### Signal wires on met1

Drawn at 4 px/um. Supply wires on this layer in grey.
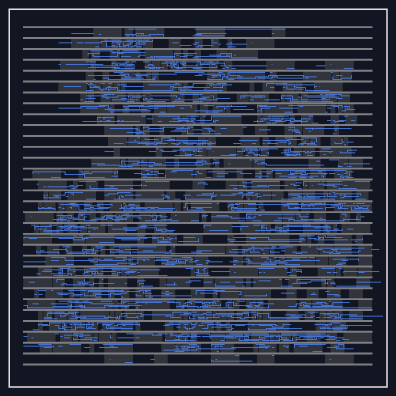
### M2 wires

Drawn at 4 px/um.
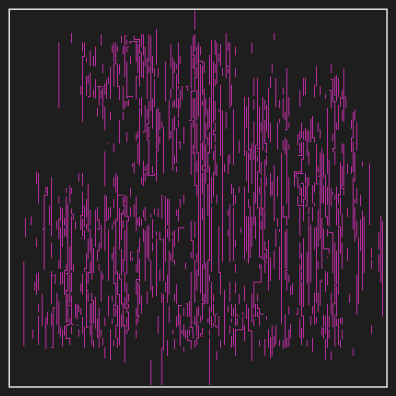
===== src/rtl/note_sequencer_pkg.sv =====
`default_nettype none
// ============================================================================
// Module   : note_pkg
// Brief    : Shared types, note frequency table and half-period helper for
//            the note sequencer.
// Revision : 1.0 - initial release
// ============================================================================
package note_pkg;

  // Note index as presented to the scope character lookup
  typedef enum logic [2:0] {
    NOTE_DO  = 3'd0,
    NOTE_RE  = 3'd1,
    NOTE_MI  = 3'd2,
    NOTE_FA  = 3'd3,
    NOTE_SO  = 3'd4,
    NOTE_LA  = 3'd5,
    NOTE_SI  = 3'd6,
    NOTE_DO2 = 3'd7
  } note_t;

  // Sequencer states
  typedef enum logic [1:0] {
    S_IDLE = 2'd0,
    S_PLAY = 2'd1,
    S_GAP  = 2'd2
  } seq_state_t;

  // Note frequencies in Hz, indexed by note_t
  localparam int unsigned NOTE_HZ [8] = '{523, 587, 659, 698, 783, 880, 987, 1046};

  // Half period in clock cycles (truncated); evaluated at elaboration time only
  function automatic int unsigned half_period(input int unsigned clk_hz, input note_t n);
    return clk_hz / (2 * NOTE_HZ[n]);
  endfunction

endpackage
`default_nettype wire


===== src/rtl/note_sequencer_if.sv =====
`default_nettype none
// ============================================================================
// Module   : note_sequencer_if
// Brief    : Control and status bundle of the note sequencer. The controller
//            side (master) drives mode/selection/start/stop; the sequencer
//            (slave) drives audio and status.
// Revision : 1.0 - initial release
// ============================================================================
interface note_sequencer_if;
  logic       mode;
  logic [2:0] manual_sel;
  logic       start;
  logic       stop;
  logic       audio_out;
  logic [2:0] note_idx;
  logic       playing;
  logic       note_change;

  modport master (
    output mode, manual_sel, start, stop,
    input  audio_out, note_idx, playing, note_change
  );

  modport slave (
    input  mode, manual_sel, start, stop,
    output audio_out, note_idx, playing, note_change
  );
endinterface
`default_nettype wire


===== src/rtl/note_sequencer_tone_divider.sv =====
`default_nettype none
// ============================================================================
// Module   : tone_divider
// Brief    : Square-wave generator. Counts 0..half_period-1 and toggles the
//            output at the terminal count. Clear, disable or reset force the
//            counter and output low, so a fresh note always starts low and
//            rises exactly half_period cycles later.
// Revision : 1.0 - initial release
// ============================================================================
module tone_divider #(
  parameter int HW = 11
) (
  input  wire logic          clk,
  input  wire logic          reset_n,
  input  wire logic [HW-1:0] i_half_period,
  input  wire logic          i_clear,
  input  wire logic          i_enable,
  output logic               o_wave
);

  logic [HW-1:0] r_cnt;
  logic          r_wave;

  // Half-period counter and output toggle; silent whenever not enabled
  always_ff @(posedge clk) begin
    if (!reset_n || i_clear || !i_enable) begin
      r_cnt  <= '0;
      r_wave <= 1'b0;
    end else if (r_cnt == (i_half_period - HW'(1))) begin
      r_cnt  <= '0;
      r_wave <= ~r_wave;
    end else begin
      r_cnt  <= r_cnt + HW'(1);
    end
  end

  assign o_wave = r_wave;

endmodule
`default_nettype wire


===== src/rtl/note_sequencer.sv =====
`default_nettype none
// ============================================================================
// Module   : note_sequencer
// Brief    : Note selection, tone generation and sequencing. Manual mode
//            follows manual_sel; auto mode steps DO..DO2 with a fixed dwell
//            and an optional silent gap between notes.
// Revision : 1.0 - initial release
// ============================================================================
module note_sequencer
  import note_pkg::*;
#(
  parameter int unsigned CLK_HZ       = 50_000_000,
  parameter int unsigned DWELL_CYCLES = 25_000_000,
  parameter int unsigned GAP_CYCLES   = 2_500_000
) (
  input  wire logic        CLOCK_50,
  input  wire logic        reset_n,
  note_sequencer_if.slave  bus
);

  // Lowest note has the longest half period and sets the divider width
  localparam int unsigned c_MAX_HALF = half_period(CLK_HZ, NOTE_DO);
  localparam int          c_HW       = $clog2(c_MAX_HALF) + 1;
  localparam int          c_DW       = (DWELL_CYCLES > 1) ? $clog2(DWELL_CYCLES) : 1;
  localparam int          c_GW       = (GAP_CYCLES > 1) ? $clog2(GAP_CYCLES) : 1;

  localparam logic [c_DW-1:0] c_DWELL_LAST = c_DW'(DWELL_CYCLES - 1);
  localparam logic [c_GW-1:0] c_GAP_LAST   = c_GW'((GAP_CYCLES > 0) ? GAP_CYCLES - 1 : 0);

  localparam logic [c_HW-1:0] c_HALF [8] = '{
    c_HW'(half_period(CLK_HZ, NOTE_DO)),
    c_HW'(half_period(CLK_HZ, NOTE_RE)),
    c_HW'(half_period(CLK_HZ, NOTE_MI)),
    c_HW'(half_period(CLK_HZ, NOTE_FA)),
    c_HW'(half_period(CLK_HZ, NOTE_SO)),
    c_HW'(half_period(CLK_HZ, NOTE_LA)),
    c_HW'(half_period(CLK_HZ, NOTE_SI)),
    c_HW'(half_period(CLK_HZ, NOTE_DO2))
  };

  seq_state_t      r_state;
  note_t           r_note_idx;
  logic            r_mode;
  logic            r_playing;
  logic            r_note_change;
  logic [c_DW-1:0] r_dwell;
  logic [c_GW-1:0] r_gap;

  seq_state_t      w_state_nxt;
  note_t           w_idx_nxt;
  logic            w_mode_nxt;
  logic [c_DW-1:0] w_dwell_nxt;
  logic [c_GW-1:0] w_gap_nxt;
  logic            w_entry;
  logic            w_tone_en;
  logic            w_audio;

  // Next-state decode; w_entry marks the edge at which a new note is presented
  always_comb begin
    w_state_nxt = r_state;
    w_idx_nxt   = r_note_idx;
    w_mode_nxt  = r_mode;
    w_dwell_nxt = r_dwell;
    w_gap_nxt   = r_gap;
    w_entry     = 1'b0;
    case (r_state)
      S_IDLE: begin
        if (bus.start && !bus.stop) begin
          w_state_nxt = S_PLAY;
          w_mode_nxt  = bus.mode;
          w_idx_nxt   = bus.mode ? NOTE_DO : note_t'(bus.manual_sel);
          w_entry     = 1'b1;
          w_dwell_nxt = '0;
          w_gap_nxt   = '0;
        end
      end
      S_PLAY: begin
        if (bus.stop) begin
          w_state_nxt = S_IDLE;
          w_dwell_nxt = '0;
          w_gap_nxt   = '0;
        end else if (!r_mode) begin
          // A change right after a pulse is deferred one cycle so pulses never abut
          if ((note_t'(bus.manual_sel) != r_note_idx) && !r_note_change) begin
            w_idx_nxt = note_t'(bus.manual_sel);
            w_entry   = 1'b1;
          end
        end else if (r_dwell == c_DWELL_LAST) begin
          w_dwell_nxt = '0;
          if (GAP_CYCLES == 0) begin
            w_idx_nxt = note_t'(r_note_idx + 3'd1);
            w_entry   = 1'b1;
          end else begin
            w_state_nxt = S_GAP;
            w_gap_nxt   = '0;
          end
        end else begin
          w_dwell_nxt = r_dwell + c_DW'(1);
        end
      end
      S_GAP: begin
        if (bus.stop) begin
          w_state_nxt = S_IDLE;
          w_gap_nxt   = '0;
        end else if (r_gap == c_GAP_LAST) begin
          w_state_nxt = S_PLAY;
          w_idx_nxt   = note_t'(r_note_idx + 3'd1);
          w_entry     = 1'b1;
          w_gap_nxt   = '0;
          w_dwell_nxt = '0;
        end else begin
          w_gap_nxt = r_gap + c_GW'(1);
        end
      end
      default: begin
        w_state_nxt = S_IDLE;
      end
    endcase
  end

  // Sequencer state and registered status outputs
  always_ff @(posedge CLOCK_50) begin
    if (!reset_n) begin
      r_state       <= S_IDLE;
      r_note_idx    <= NOTE_DO;
      r_mode        <= 1'b0;
      r_playing     <= 1'b0;
      r_note_change <= 1'b0;
      r_dwell       <= '0;
      r_gap         <= '0;
    end else begin
      r_state       <= w_state_nxt;
      r_note_idx    <= w_idx_nxt;
      r_mode        <= w_mode_nxt;
      r_playing     <= (w_state_nxt != S_IDLE);
      r_note_change <= w_entry;
      r_dwell       <= w_dwell_nxt;
      r_gap         <= w_gap_nxt;
    end
  end

  // Tone runs only while staying in PLAY; leaving PLAY silences it on the same edge
  assign w_tone_en = (r_state == S_PLAY) && (w_state_nxt == S_PLAY);

  tone_divider #(
    .HW (c_HW)
  ) u_tone (
    .clk           (CLOCK_50),
    .reset_n       (reset_n),
    .i_half_period (c_HALF[r_note_idx]),
    .i_clear       (w_entry),
    .i_enable      (w_tone_en),
    .o_wave        (w_audio)
  );

  assign bus.audio_out   = w_audio;
  assign bus.note_idx    = r_note_idx;
  assign bus.playing     = r_playing;
  assign bus.note_change = r_note_change;

endmodule
`default_nettype wire


===== src/flat_wrapper.sv =====
// flat-port wrapper written by rule: the top's interface ports become plain ports
module note_sequencer_flat import note_pkg::*;
#(
  parameter int unsigned CLK_HZ       = 50_000_000,
  parameter int unsigned DWELL_CYCLES = 25_000_000,
  parameter int unsigned GAP_CYCLES   = 2_500_000
)
  (CLOCK_50, reset_n, bus_mode, bus_manual_sel, bus_start, bus_stop, bus_audio_out, bus_note_idx, bus_playing, bus_note_change);
  note_sequencer_if bus_i ();
  input  wire logic CLOCK_50;
  input  wire logic reset_n;
  input wire logic [$bits(bus_i.mode)-1:0] bus_mode;
  input wire logic [$bits(bus_i.manual_sel)-1:0] bus_manual_sel;
  input wire logic [$bits(bus_i.start)-1:0] bus_start;
  input wire logic [$bits(bus_i.stop)-1:0] bus_stop;
  output wire logic [$bits(bus_i.audio_out)-1:0] bus_audio_out;
  output wire logic [$bits(bus_i.note_idx)-1:0] bus_note_idx;
  output wire logic [$bits(bus_i.playing)-1:0] bus_playing;
  output wire logic [$bits(bus_i.note_change)-1:0] bus_note_change;
  assign bus_i.mode = bus_mode;
  assign bus_i.manual_sel = bus_manual_sel;
  assign bus_i.start = bus_start;
  assign bus_i.stop = bus_stop;
  assign bus_audio_out = bus_i.audio_out;
  assign bus_note_idx = bus_i.note_idx;
  assign bus_playing = bus_i.playing;
  assign bus_note_change = bus_i.note_change;
  note_sequencer #(.CLK_HZ(CLK_HZ), .DWELL_CYCLES(DWELL_CYCLES), .GAP_CYCLES(GAP_CYCLES)) u_core (.CLOCK_50(CLOCK_50), .reset_n(reset_n), .bus(bus_i));
endmodule

===== config.mk =====
export PLATFORM = sky130hd
export DESIGN_NAME = note_sequencer_flat
export DESIGN_NICKNAME = d
export VERILOG_FILES = /design/src/rtl/note_sequencer_pkg.sv /design/src/rtl/note_sequencer_if.sv /design/src/rtl/note_sequencer_tone_divider.sv /design/src/rtl/note_sequencer.sv /design/src/flat_wrapper.sv
export SDC_FILE = /design/constraint.sdc
export NUM_CORES = 1
export LEC_CHECK = 0
export CORE_MARGIN = 3
export CORE_UTILIZATION = 55
export DETAILED_ROUTE_END_ITERATION = 8
export PLACE_DENSITY = 0.74
export SLEW_MARGIN = 20
export SYNTH_ARGS = -nofsm -noshare
export SYNTH_HDL_FRONTEND = slang
export SYNTH_SLANG_ARGS = --single-unit

===== constraint.sdc =====
create_clock -name CLOCK_50 -period 8.2 [get_ports CLOCK_50]
set_input_delay 1.64 -clock CLOCK_50 [delete_from_list [all_inputs] [get_ports CLOCK_50]]
set_output_delay 1.64 -clock CLOCK_50 [all_outputs]
set_load 0.02 [all_outputs]

==> run summary <==
State of the implementation.

- The all-layer global routing usage is 22.0%, for reference.
- The remaining routing DRC violations is 0, for reference.
- The destination of the worst hold path is u_core.u_tone.o_wave, for reference.
- After technology mapping, the gate count stands at 505.
- At the pin with the least slew margin, the transition time is 0.804 ns.
- The remaining global-route overflow is 0, for reference.
- After filler insertion, the fill cell instance count of the layout stands at 658.
- The hold violation count in the final report is 0, for reference.
- The number of placement rows is 31, for reference.
- The utilization after layout is 62.7%, for reference.
- The post-cts gate resize count is 0, for reference.
- Per the detail_route report, vias per standard cell equal 5.97.
- At the end of the flow, the number of nets in the layout was 532.
- Summed over all cells, the static leakage comes to 0.00148 uW.
- The clock share of power is 38.3%, for reference.
- The number of OpenROAD warnings is 35, for reference.
- The first detailed-routing pass took 5 iterations.
- The tool flagged a number of max-cap violations equal to 0.
- The footprint of the flip-flops and latches is 1460 sq um, for reference.
- The post-layout period usage of the worst path is 48.9%, for reference.
- The horizontal die dimension reported for this design is 94.1 um.
- When the netlist entered floorplanning its net count stood at 528.
- The root buffer cell is sky130_fd_sc_hd__clkbuf_8, for reference.
- The clock period minus final worst setup slack is 4.01 ns, for reference.
- The flow ran to the end, and the final reports show no timing, DRC or antenna violations.
- The sequential cell area fraction in the yosys report is 34.3%, for reference.
Notes on 'Signal wires on met1' above:
wire length on this layer: 4110 um
share of all routed wire: 46%
nets with wire on the layer: 490
vias: 3657
WL final: 9020 um
grt met1 use: 28.0%

Notes on 'M2 wires' above:
share of all routed wire: 48%
nets with wire on the layer: 449
met2 Usage GRT: 35.7%

==> synthesized netlist by cell type, drive strengths merged, types with 2 or more instances <==
cell,n
dfxtp,73
a31o,2
a22o,2
and4b,2
and2b,2
a32o,2
a211oi,2
or3,7
a2111oi,4
and3,11
o211a,2
and2,2
nor4,8
a21bo,2
o22ai,3
a31oi,3
nand4,20
nand3b,2
a21oi,23
inv,18
nor3b,8
clkbuf,14
nand2b,4
xor2,25
or4b,3
or4,6
nand4b,2
or3b,2
o21ai,11
nor2b,5
buf,7
ha,15
xnor2,34
nor2,51
o211ai,3
and4,6
nand3,25
nor4bb,2
mux2i,5
o31ai,5
nand2,38
nor3,34
==> sequential cells by signal, indices dropped and copies added (netlist names) <==
name / cells
u_core.r_state: 2
u_core.bus.playing: 1
u_core.u_tone.o_wave: 1
u_core.bus.note_idx: 3
u_core.bus.note_change: 1
u_core.r_dwell: 25
u_core.r_gap: 22
u_core.u_tone.r_cnt: 17
u_core.r_mode: 1
==> per-stage QoR <==
| step | std cells | hold WS [ns] | setup slack [ns] |
|---|---|---|---|
| 2_1_floorplan | 505 | 0.447 | 4.92 |
| 3_3_place_gp | 597 | 0.462 | 4.07 |
| 3_5_place_dp | 597 | 0.475 | 3.87 |
| 4_1_cts | 613 | 0.487 | 4.24 |
| 5_1_grt | 613 | 0.496 | 4.07 |
| 6_report | 613 | 0.500 | 4.19 |
==> how the worst max path moves through the flow <==
stage / from / end / slack (ns) / cells past startpoint
after floorplan: u_core.bus.note_idx[0] / u_core.u_tone.r_cnt[3] / 4.92 / 13
after global placement: bus_stop / u_core.r_dwell[14] / 4.07 / 7
after detailed placement: bus_stop / u_core.r_dwell[14] / 3.87 / 7
after CTS: bus_stop / u_core.r_dwell[14] / 4.24 / 7
after global routing: bus_stop / u_core.r_dwell[14] / 4.07 / 7
final: bus_stop / u_core.r_dwell[14] / 4.19 / 7
==> critical path, cell delays in order <==
cell and delay [ns]:
sky130_fd_sc_hd__clkdlybuf4s50_1 0.54, sky130_fd_sc_hd__nand2b_1 0.27, sky130_fd_sc_hd__a2111oi_0 0.72, sky130_fd_sc_hd__a31oi_4 0.27
sky130_fd_sc_hd__nor4_2 0.46, sky130_fd_sc_hd__o22ai_1 0.13, sky130_fd_sc_hd__a22o_1 0.19
==> layer usage <==
metal | share of wire, % | vias to the layer above | global-route usage [%]
met4 | 2.3 | 0 | 11.3
met3 | 4.3 | 17 | 3.69
met2 | 48 | 91 | 35.7
li1 | - | 1821 | -
met1 | 46 | 1728 | 28.0
met5 | 0 | - | 0
==> logic make-up (layout without fill, tap and decap cells) <==
kind of cell | Yosys count | count (layout) | share of synthesized area, %
xor+xnor | 59 | 59 | 12.1
fa+ha+maj | 15 | 15 | 4.40
flops | 73 | 73 | 34.3
simple gates | 244 | 244 | 32.3
mux | 6 | 6 | 1.44
compound gates | 69 | 69 | 11.4
buf+inv | 39 | 48 | 4.05
==> final cells by class <==
cell class / count / area share, %
flip-flops and latches: 73 / 31.6
clock buffers: 13 / 3.22
repair buffers: 14 / 2.98
well taps: 99 / 2.68
clock inverters: 3 / 0.867
inverters: 18 / 1.46
multi-input cells: 393 / 57.1
Power figures rest on the tool's default switching activity, not on a simulated workload.
